==> config.mk <==
export PLATFORM = sky130hd
export DESIGN_NAME = calendar_date_counter
export DESIGN_NICKNAME = d
export VERILOG_FILES = /design/src/rtl/cal_pkg.sv /design/src/rtl/cal_date_check.sv /design/src/rtl/calendar_date_counter.sv
export SDC_FILE = /design/constraint.sdc
export NUM_CORES = 1
export LEC_CHECK = 0
export CORE_ASPECT_RATIO = 0.8
export CORE_MARGIN = 2
export CORE_UTILIZATION = 40
export CTS_BUF_LIST = sky130_fd_sc_hd__clkbuf_2
export CTS_CLUSTER_SIZE = 14
export DETAILED_ROUTE_END_ITERATION = 12
export PLACE_DENSITY = 0.6
export RECOVER_POWER = 100
export SYNTH_ARGS = -nofsm -noshare
export SYNTH_HDL_FRONTEND = slang
export SYNTH_SLANG_ARGS = --single-unit
==> constraint.sdc <==
create_clock -name clk -period 6.8 [get_ports clk]
set_clock_uncertainty 0.15 [all_clocks]
set_input_delay 0.68 -clock clk [delete_from_list [all_inputs] [get_ports clk]]
set_output_delay 0.68 -clock clk [all_outputs]
set_load 0.02 [all_outputs]
==> src/rtl/cal_pkg.sv <==
// -----------------------------------------------------------------------------
// cal_pkg
// Shared calendar types and helpers for the date counter, the load validity
// checker and the downstream day-of-year calculator.
//   day_t / month_t / year_t : 6 / 4 / 11-bit unsigned date fields
//   MONTH_LEN                : non-leap month lengths, January first
//   is_leap()                : Gregorian leap rule (year 0 counts as leap)
//   days_in_month()          : month length; 0 for a month outside 1..12
//   zeller_dow()             : day of week (0 = Sunday) of a date
// -----------------------------------------------------------------------------
package cal_pkg;

  typedef logic [5:0]  day_t;
  typedef logic [3:0]  month_t;
  typedef logic [10:0] year_t;

  localparam day_t MONTH_LEN [12] = '{
    6'd31, 6'd28, 6'd31, 6'd30, 6'd31, 6'd30,
    6'd31, 6'd31, 6'd30, 6'd31, 6'd30, 6'd31
  };

  function automatic logic is_leap(year_t y);
    return ((y % 11'd400) == 11'd0) ||
           (((y % 11'd4) == 11'd0) && ((y % 11'd100) != 11'd0));
  endfunction

  function automatic day_t days_in_month(month_t m, logic leap);
    month_t idx;
    day_t   len;
    idx = m - 4'd1;
    len = 6'd0;
    if (m >= 4'd1 && m <= 4'd12) begin
      len = MONTH_LEN[idx];
      if (m == 4'd2 && leap) len = len + 6'd1;
    end
    return len;
  endfunction

  // Zeller's congruence gives 0 = Saturday. January and February count as
  // months 13/14 of the previous year; 400 is added to the year first so
  // that year 0 has a non-negative predecessor (the Gregorian weekday
  // pattern repeats exactly every 400 years).
  function automatic logic [2:0] zeller_dow(day_t d, month_t m, year_t y);
    int unsigned mm, yy, k, j, h;
    mm = (m < 4'd3) ? 32'(m) + 32'd12 : 32'(m);
    yy = 32'(y) + 32'd400 - ((m < 4'd3) ? 32'd1 : 32'd0);
    k  = yy % 32'd100;
    j  = yy / 32'd100;
    h  = (32'(d) + (32'd13 * (mm + 32'd1)) / 32'd5 + k + k / 32'd4 +
          j / 32'd4 + 32'd5 * j) % 32'd7;
    return 3'((h + 32'd6) % 32'd7);
  endfunction

endpackage

==> src/rtl/cal_date_check.sv <==
// -----------------------------------------------------------------------------
// cal_date_check
// Combinational legality check of a candidate date. The leap status used for
// February comes from the candidate year itself.
//   day   in : candidate day of month
//   month in : candidate month
//   year  in : candidate year
//   ok    out: 1 when month is 1..12 and day is 1..length of that month
// -----------------------------------------------------------------------------
module cal_date_check
  import cal_pkg::*;
(
  input  logic [5:0]  day,
  input  logic [3:0]  month,
  input  logic [10:0] year,
  output logic        ok
);

  day_t max_day;

  // days_in_month() returns 0 for an illegal month, so the day range test
  // rejects months 0 and 13..15 on its own.
  assign max_day = days_in_month(month, is_leap(year));
  assign ok      = (day != 6'd0) && (day <= max_day);

endmodule

==> src/rtl/calendar_date_counter.sv <==
// -----------------------------------------------------------------------------
// calendar_date_counter
// Registered Gregorian date counter: advances one day per day_tick, accepts
// validated software loads, and feeds the day-of-year calculator.
// Optional feature macro: CAL_DOW_EN adds the day_of_week register and port.
//   clk         in : clock, all state on the rising edge
//   reset       in : synchronous, active-high
//   day_tick    in : advance the date by one day
//   load        in : load load_day/load_month/load_year if legal (beats tick)
//   load_day/load_month/load_year in : date to load
//   dayOfMonth/month/year out : current date
//   leap        out: current year is a leap year (combinational)
//   date_upd    out: pulse after a tick or an accepted load
//   load_err    out: pulse after a rejected load
//   year_wrap   out: pulse after the year rolled from 2047 to 0
//   day_of_week out: 0 = Sunday (CAL_DOW_EN only)
// -----------------------------------------------------------------------------
module calendar_date_counter
  import cal_pkg::*;
#(
  parameter int unsigned RESET_YEAR = 2000,
  parameter int unsigned RESET_DOW  = 6
) (
  input  logic        clk,
  input  logic        reset,
  input  logic        day_tick,
  input  logic        load,
  input  logic [5:0]  load_day,
  input  logic [3:0]  load_month,
  input  logic [10:0] load_year,
  output logic [5:0]  dayOfMonth,
  output logic [3:0]  month,
  output logic [10:0] year,
  output logic        leap,
  output logic        date_upd,
  output logic        load_err,
  output logic        year_wrap
`ifdef CAL_DOW_EN
  ,
  output logic [2:0]  day_of_week
`endif
);

  localparam year_t RST_YEAR = year_t'(RESET_YEAR);

  logic   load_ok;
  day_t   month_len;
  day_t   day_nxt;
  month_t month_nxt;
  year_t  year_nxt;
  logic   wrap_nxt;

  cal_date_check u_load_check (
    .day   (load_day),
    .month (load_month),
    .year  (load_year),
    .ok    (load_ok)
  );

  assign leap      = is_leap(year);
  assign month_len = days_in_month(month, leap);

  // Date one day after the current one.
  // NOTE: every output of this block gets a default first, so no path
  // leaves a value unassigned and no latch is inferred.
  always_comb begin
    day_nxt   = dayOfMonth;
    month_nxt = month;
    year_nxt  = year;
    wrap_nxt  = 1'b0;
    if (dayOfMonth < month_len) begin
      day_nxt = dayOfMonth + 6'd1;
    end else begin
      day_nxt = 6'd1;
      if (month < 4'd12) begin
        month_nxt = month + 4'd1;
      end else begin
        month_nxt = 4'd1;
        year_nxt  = year + 11'd1;   // 2047 wraps to 0 at 11 bits
        wrap_nxt  = (year == 11'd2047);
      end
    end
  end

  // NOTE: state registers use non-blocking assignments so every register
  // samples the pre-edge values, independent of statement order.
  always_ff @(posedge clk) begin
    if (reset) begin
      dayOfMonth <= 6'd1;
      month      <= 4'd1;
      year       <= RST_YEAR;
      date_upd   <= 1'b0;
      load_err   <= 1'b0;
      year_wrap  <= 1'b0;
    end else begin
      date_upd  <= 1'b0;
      load_err  <= 1'b0;
      year_wrap <= 1'b0;
      if (load) begin
        // A load always consumes a coincident tick, even when rejected.
        if (load_ok) begin
          dayOfMonth <= load_day;
          month      <= load_month;
          year       <= load_year;
          date_upd   <= 1'b1;
        end else begin
          load_err <= 1'b1;
        end
      end else if (day_tick) begin
        dayOfMonth <= day_nxt;
        month      <= month_nxt;
        year       <= year_nxt;
        date_upd   <= 1'b1;
        year_wrap  <= wrap_nxt;
      end
    end
  end

`ifdef CAL_DOW_EN
  always_ff @(posedge clk) begin
    if (reset) begin
      day_of_week <= 3'(RESET_DOW);
    end else if (load) begin
      if (load_ok) day_of_week <= zeller_dow(load_day, load_month, load_year);
    end else if (day_tick) begin
      day_of_week <= (day_of_week == 3'd6) ? 3'd0 : day_of_week + 3'd1;
    end
  end
`else
  // Keeps the parameter referenced when the weekday feature is compiled out.
  localparam int unsigned unused_reset_dow = RESET_DOW;
`endif

endmodule

Run 1, logic cells by family:
(4 px per micron)
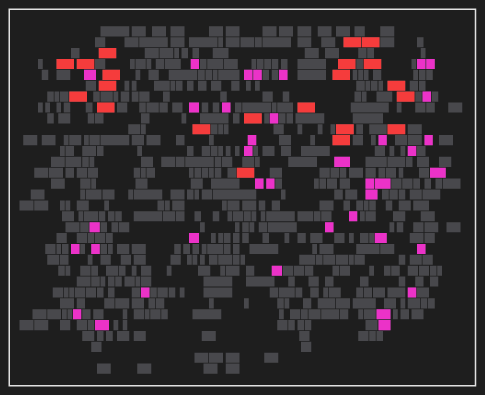
color	family	cells
magenta	and/or cells	38
red	fa/ha/maj cells	21
most used logic cell in the final layout: nor2_1
logic share of the area: 69.76%
non-filler cells, final: 734

Run 1, ports around the boundary:
(4 px per micron) Pins as bars across the die edge, other pins in gray.
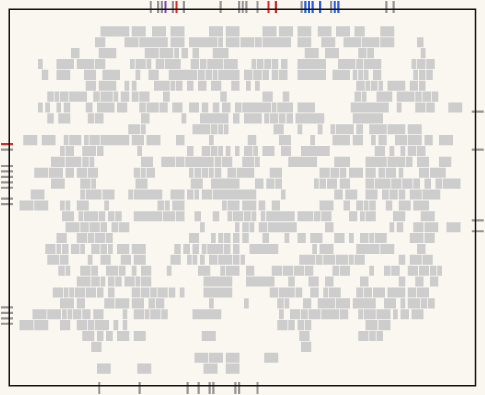
color	port	pins	direction	edge
blue	dayOfMonth	6	output	top
red	load_month	4	input	3 top, 1 left
purple	day_tick	1	input	top
all pins by edge	24 top, 13 left, 9 bottom, 4 right

Run 1, cell placement:
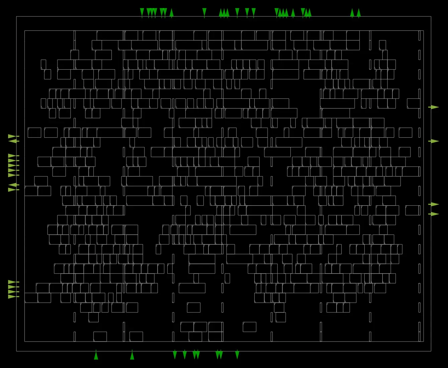
Core ar.: 9729 sq um
row cnt: 32
Seq/total area: 10.35%
n_taps: 136
flop count: 24

==> results.sh, run 1 <==
# yosys + openroad results
export IMPL_status="completed"
export IMPL_worst_setup_path_end_kind="flip-flop"
export IMPL_ys_flop_type="dfxtp_1"
export IMPL_dpl_hpwl_microns=9147
export IMPL_die_y_microns=93.74
export IMPL_io_buffers=49
export IMPL_ys_top_cells_by_count="nor2_1 (49), nand2_1 (47), a21oi_1 (43)"
export IMPL_nClkBuffers=3
export IMPL_p_clk_uw=100
export IMPL_drive_gt1_share_pct=11.20
export IMPL_path_common_cell="o21a_1"
export IMPL_dp_cells=730
export IMPL_top_cell="nor2_1"
export IMPL_dominant_cells="multi-input combinational cells"
export IMPL_synthTopCellsByArea="dfxtp_1 (12%), ha_1 (6.5%), a21oi_1 (5.3%), nor2_1 (4.6%), nand2_1 (4.4%)"
export IMPL_highest_layer="met4"
export IMPL_synthXorXnorAreaFrac_pct=2.175
export IMPL_chip_area_sq_um=10890
export IMPL_hold_violations=0
export IMPL_synthesis_nets=616
export IMPL_seq_power_uw=174
export IMPL_syn_area_sq_um=4026
export IMPL_place_gp_congestion=0.8962
export IMPL_slowest_delay_ns=0.70
export IMPL_seq_power_share_pct=29.3
export IMPL_hold_buffers=0
export IMPL_lay_top_cells="nor2_1 (49), nand2_1 (47), a21oi_1 (42)"
export IMPL_min_to="dayOfMonth[1]$_SDFFE_PP0P_"
export IMPL_antennaDiodeCount=0
export IMPL_rsz0062_at_grt="false"
export IMPL_cp_depth=22
export IMPL_synth_top_area_share_pct=11.93
export IMPL_simple_gate_share_pct=31.91
export IMPL_pwr_share_clk_pct=16.9
export IMPL_synth_warnings=0
export IMPL_preCtsSetupSlack_ns=0.2586
export IMPL_yosysUniqueCellTypes=91
export IMPL_comb_power_uw=319
export IMPL_critPathArrivalTime_ns=6.35
export IMPL_antenna_found_initial=0
export IMPL_ff2ff_setup_slack_ns=0.59
export IMPL_ys_cells=570
export IMPL_ys_top_logic_family="AND-OR/OR-AND gates"
export IMPL_setup_violations=0
==> run 2, diff against run 1 <==
- CORE_MARGIN: 2 -> 10
==> results.sh, run 2 <==
# yosys + openroad results
export IMPL_p_clk_uw=101
export IMPL_slowest_delay_ns=0.65
export IMPL_nClkBuffers=3
export IMPL_dominant_cells="multi-input combinational cells"
export IMPL_worst_setup_path_end_kind="flip-flop"
export IMPL_cp_depth=24
export IMPL_status="completed"
export IMPL_io_buffers=49
export IMPL_lay_top_cells="nor2_1 (49), nand2_1 (48), a21oi_1 (42)"
export IMPL_ys_cells=570
export IMPL_simple_gate_share_pct=31.91
export IMPL_hold_worst_slack_ns=0.4383
export IMPL_ys_top_cells_by_count="nor2_1 (49), nand2_1 (47), a21oi_1 (43)"
export IMPL_ctsResizeCount=0
export IMPL_antennaDiodeCount=0
export IMPL_rsz0062_at_grt="false"
export IMPL_dp_cells=731
export IMPL_p_int_uw=340.7
export IMPL_preCtsSetupSlack_ns=0.2049
export IMPL_synth_top_area_share_pct=11.93
export IMPL_grt_pass1_wl_microns=20400
export IMPL_grt_use_met3_pct=1.823
export IMPL_aoi_share_pct=34.56
export IMPL_seq_power_share_pct=29.2
export IMPL_drv_slew=0
export IMPL_setup_violations=0
export IMPL_dr_wl_met2_microns=5416
export IMPL_highest_layer="met4"
export IMPL_wl_met3_microns=593
export IMPL_hold_buffers=0
export IMPL_synthesis_nets=616
export IMPL_antenna_found_initial=0
export IMPL_comb_power_uw=318
export IMPL_drt_initial_drc_count=402
export IMPL_yosysUniqueCellTypes=91
export IMPL_syn_area_sq_um=4026
export IMPL_mostFrequentLayoutCell="nor2_1"
export IMPL_ff_count=24
export IMPL_ys_top_logic_family="AND-OR/OR-AND gates"
export IMPL_fp_coreArea_sq_um=9729
export IMPL_drive_gt1_share_pct=11.69
export IMPL_top_cell="nor2_1"
export IMPL_path_common_cell="o21a_1"
export IMPL_tap_cells=136
export IMPL_critPathArrivalTime_ns=6.44
export IMPL_pwr_share_clk_pct=17.1
export IMPL_grt_ovfl_total=0
export IMPL_rr_worst_depth=19
export IMPL_p_comb_share_pct=53.7
export IMPL_synthXorXnorAreaFrac_pct=2.175
export IMPL_stdcell_area_sq_um=4659
export IMPL_dieWidth_microns=132.2
export IMPL_place_gp_congestion=0.9535
export IMPL_synthTopCellsByArea="dfxtp_1 (12%), ha_1 (6.5%), a21oi_1 (5.3%), nor2_1 (4.6%), nand2_1 (4.4%)"
export IMPL_ys_flop_type="dfxtp_1"
export IMPL_min_to="dayOfMonth[1]$_SDFFE_PP0P_"
export IMPL_ff2ff_setup_slack_ns=0.59
export IMPL_relSlewSlack_pct=22.63
export IMPL_worst_path_buf_inv=2
export IMPL_hold_violations=0
export IMPL_synth_warnings=0
export IMPL_chip_area_sq_um=14500
export IMPL_rows=32
export IMPL_dpl_hpwl_microns=9547
export IMPL_seq_power_uw=173
Run 2, cells by drive strength:
(4 px per micron)
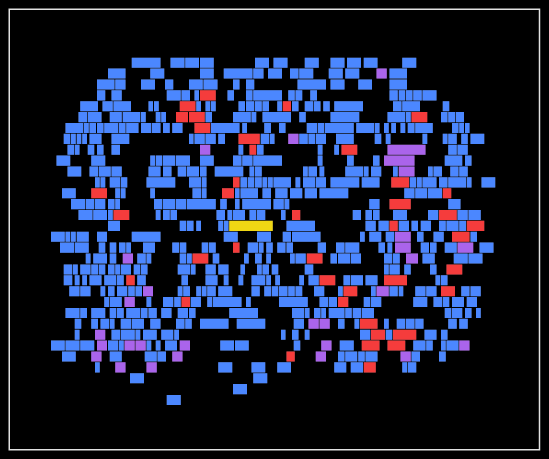
color	size	cells	share
blue	x1 and smaller	529	88%
yellow	x6 and larger	1	0.17%
purple	x3 and x4	29	4.8%
red	x2	40	6.7%

Run 2, cell placement:
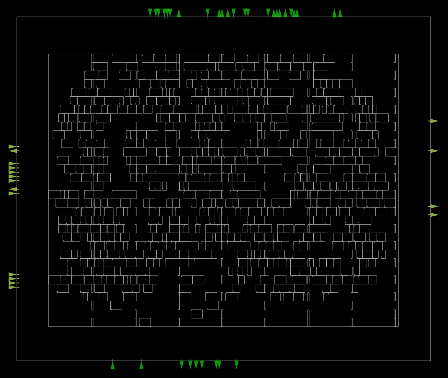
Seq/total area: 10.31%
non-filler cells, final: 735
Post-Route Utilization: 47.89%
Fillers: 974

Run 2, logic cells by family:
(4 px per micron)
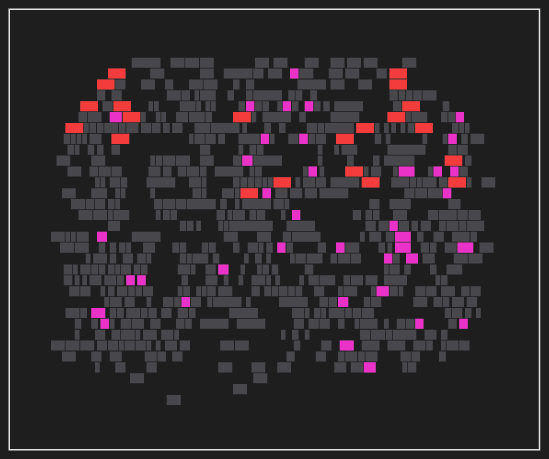
color	family	cells
red	fa/ha/maj cells	21
magenta	and/or cells	38
logic share of the area: 69.55%

==> run 3, diff against run 2 <==
- GPL_TIMING_DRIVEN: not set -> 0
Run 3, nets reached from selected ports:
(2 px per micron)
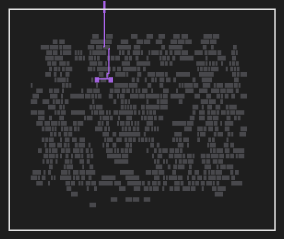
color	port	direction	edge	end cells	buffers	wire
purple	day_tick	input	top	2	1	41.5 microns
top-level I/O count: 50
Port-buffer cells: 46

Run 3, ports around the boundary:
(4 px per micron) Pins as bars across the die edge, other pins in gray.
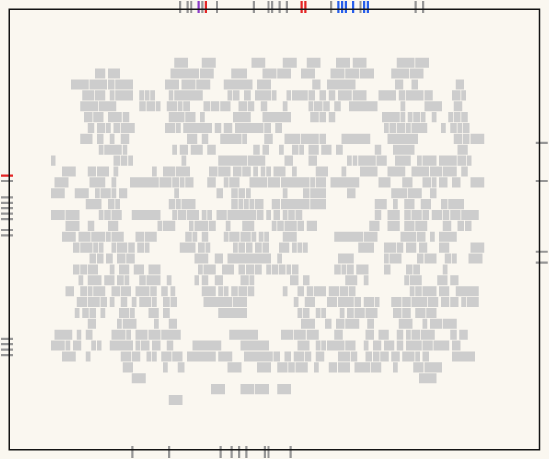
color	port	pins	direction	edge
blue	dayOfMonth	6	output	top
purple	day_tick	1	input	top
red	load_month	4	input	3 top, 1 left

Run 3, logic cells by family:
(4 px per micron)
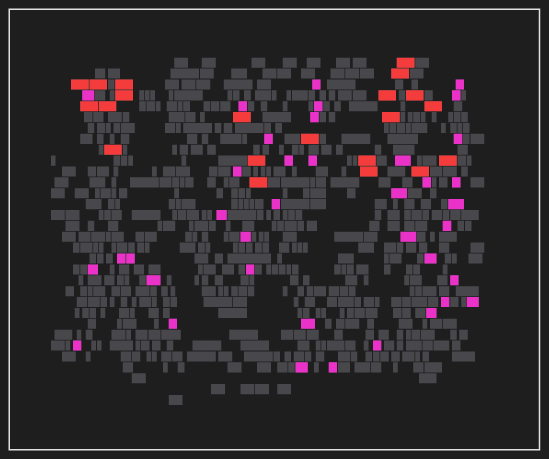
non-filler cells, final: 755
logic share of the area: 68.85%

==> results.sh, run 3 <==
# yosys + openroad results
export IMPL_grt_pass1_wl_microns=22430
export IMPL_drive_gt1_share_pct=10.66
export IMPL_pwr_share_clk_pct=17.2
export IMPL_clk_insertion_delay_late_ns=0.39
export IMPL_drt_initial_drc_count=546
export IMPL_fp_coreArea_sq_um=9729
export IMPL_critPathArrivalTime_ns=6.57
export IMPL_wl_met3_microns=991
export IMPL_cp_startpoint="year[8]$_SDFFE_PP1P_"
export IMPL_grt_use_met3_pct=1.686
export IMPL_hold_path_class="reg2reg"
export IMPL_ctsResizeCount=2
export IMPL_inverters=17
export IMPL_cp_required_ns=6.99
export IMPL_dpl_hpwl_microns=10520
export IMPL_signal_buffers=93
export IMPL_edf_count=0
export IMPL_dr_wl_met2_microns=6005
export IMPL_timing_rr_end="dayOfMonth[0]$_SDFFE_PP1P_"
export IMPL_status="completed"
export IMPL_antennaDiodeCount=0
export IMPL_dominant_cells="multi-input combinational cells"
export IMPL_simple_gate_share_pct=31.91
export IMPL_syn_inst=570
export IMPL_preCtsSetupSlack_ns=-0.6122
export IMPL_hold_violations=0
export IMPL_min_to="dayOfMonth[1]$_SDFFE_PP0P_"
export IMPL_p_clk_uw=104
export IMPL_synthesis_nets=616
export IMPL_place_gp_congestion=0.8951
export IMPL_worst_setup_path_end_kind="flip-flop"
export IMPL_slowest_delay_ns=0.58
export IMPL_fill_cells=1005
export IMPL_avgSynthCellArea_sq_um=7.064
export IMPL_antenna_found_initial=0
export IMPL_yosysUniqueCellTypes=91
export IMPL_mostFrequentLayoutCell="nor2_1"
export IMPL_grt_ovfl_total=0
export IMPL_fin_setup_tns_ns=0
export IMPL_rr_worst_depth=22
export IMPL_r2r_start="year[8]$_SDFFE_PP1P_"
export IMPL_setup_violations=0
export IMPL_rows=32
export IMPL_synth_top_area_share_pct=11.93
export IMPL_hold_buffers=0
export IMPL_rsz0062_at_grt="false"
export IMPL_dieWidth_microns=132.2
export IMPL_aoi_share_pct=34.56
export IMPL_ys_ff=24
export IMPL_syn_area_sq_um=4026
export IMPL_final_core_util_pct=48.26
export IMPL_clockNetworkAreaShare_pct=0.9592
export IMPL_nClkBuffers=3
export IMPL_seq_power_uw=165
export IMPL_top_cell="nor2_1"
export IMPL_drv_slew=0
export IMPL_ff_count=24
export IMPL_p_int_uw=339.3
export IMPL_ys_sh_adder_pct=6.526
export IMPL_grt_busiest_layer="met2"
export IMPL_seq_power_share_pct=27.5
export IMPL_p_per_area_nw_per_um2=128.4
export IMPL_synthXorXnorAreaFrac_pct=2.175
export IMPL_log_warning_count=31
export IMPL_lay_top_cells="nor2_1 (49), nand2_1 (47), a21oi_1 (42)"
export IMPL_hold_worst_slack_ns=0.4294
export IMPL_highest_layer="met4"
export IMPL_p_comb_share_pct=55.3
export IMPL_relSlewSlack_pct=54.00
export IMPL_ys_cells=570
export IMPL_chip_area_sq_um=14500
export IMPL_ys_top_logic_family="AND-OR/OR-AND gates"
export IMPL_cp_depth=22
export IMPL_timing_fmax_mhz=156.9
export IMPL_min_from="dayOfMonth[1]$_SDFFE_PP0P_"
export IMPL_ys_top_cells_by_count="nor2_1 (49), nand2_1 (47), a21oi_1 (43)"
export IMPL_comb_power_uw=334
export IMPL_reg_top3="year (11), dayOfMonth (6), month (4)"
export IMPL_synth_warnings=0
export IMPL_synthArstFlopShare_pct=0
export IMPL_stdcell_area_sq_um=4696
export IMPL_ff2ff_setup_slack_ns=0.43
export IMPL_seq_area_share_pct=10.23
export IMPL_grt_pass1_vias=4412
export IMPL_worst_path_buf_inv=4
export IMPL_dp_cells=752
export IMPL_ys_flop_type="dfxtp_1"
export IMPL_tap_cells=136
export IMPL_seqCellArea_sq_um=480.5
export IMPL_synthTopCellsByArea="dfxtp_1 (12%), ha_1 (6.5%), a21oi_1 (5.3%), nor2_1 (4.6%), nand2_1 (4.4%)"
